port_trees.png
Drawn at 4 px/um.
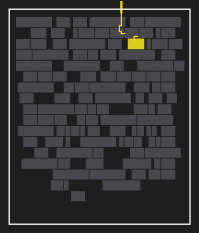
gates.png
Drawn at 10 px/um.
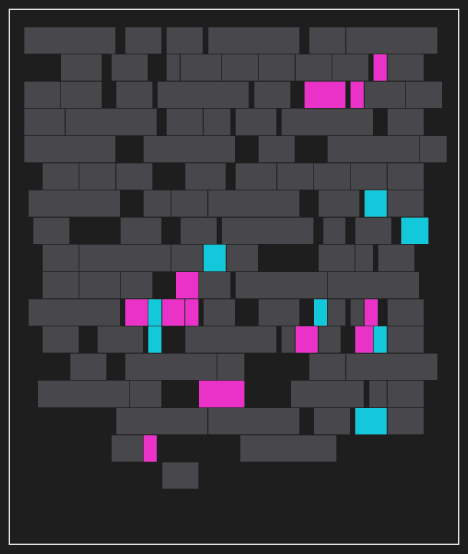
Design hdcpu_beat_sequencer_flat, sky130hd; sources not shown.
==> flow_summary_export.csv <==
group,metric,value,unit
min_path,hold_class,"input pin to asynchronous set/reset pin",
final_layout,syn2layout_area_growth,48.8,%
synth,common_cells,"22 x dfrtp_1, 11 x mux2_2, 5 x nand2_1",
power,leakage,0.617,nW
final_layout,fin_nets,139,
placement,dpl_worst_slack,0.711,ns
final_layout,buffer_area_share,28.3,%
outcome,status,"finished, final reports clean",
routing,wl_met2,1160,um
cts,clk_latency,0.31,ns
final_layout,logic_gate_count,47,
global_routing,grt_pass1_vias,698,
power,finalPower,1.25,mW
cts,root_buffer,"clkbuf_4",
worst_setup_path,rrSetupSlack,0.89,ns
synth,synthCells,72,
sta,rsz0062_at_grt,"no",
cts,cts_inserted_buffers,3,
synth,ys.flops,23,
final_layout,fillers,164,
final_layout,n_antenna_cell,0,
sta,hold_viol_final,0,
cts,h-tree-depth,1,
synth,synth_nets,93,
final_layout,numSequentialCells,23,
power,p_sw_share,44.5,%
power,pwr_density_cell,871,nW/um2
cts,clkTransAtPathRegs,0.13,ns
routing,wl_met1,885,um
worst_setup_path,worstSetupPathDepth,1,
power,ir_drop,0.000640,V
global_routing,grt.total_usage,19.4,%
floorplan,rows,18,
power,seq_power_share,39.0,%
global_routing,grtUsageMet2,31.1,%
power,power_leader,"combinational logic",
synth,adder_share,3.36,%
sta,fin_skew,0.0101,ns
worst_setup_path,critPathKind,"register to primary output",
sta,setup_viol_count_final,0,
synth,simple_gate_share,13.3,%
synth,yosysCellCount,72,
global_routing,grt_max_degree,24,
worst_setup_path,critPathRequiredTime,2.38,ns
## Picture notes: port_trees.png
legend:
  bus_LIR:
    color: yellow
    bits: 1
    direction: input
    edge: north
    end_cells: 1
    wire: 10.1 um
IO Port Bufs: 40
I/O pin total: 41

## Picture notes: gates.png
legend:
  nand cells:
    color: magenta
    cells: 12
  nor cells:
    color: cyan
    cells: 8
Top cell excl fill/tap: clkdlybuf4s50_1
Layout Cells excl Fill: 147
logic share of the area: 26.6%

Power is estimated from default activity; no workload was simulated.
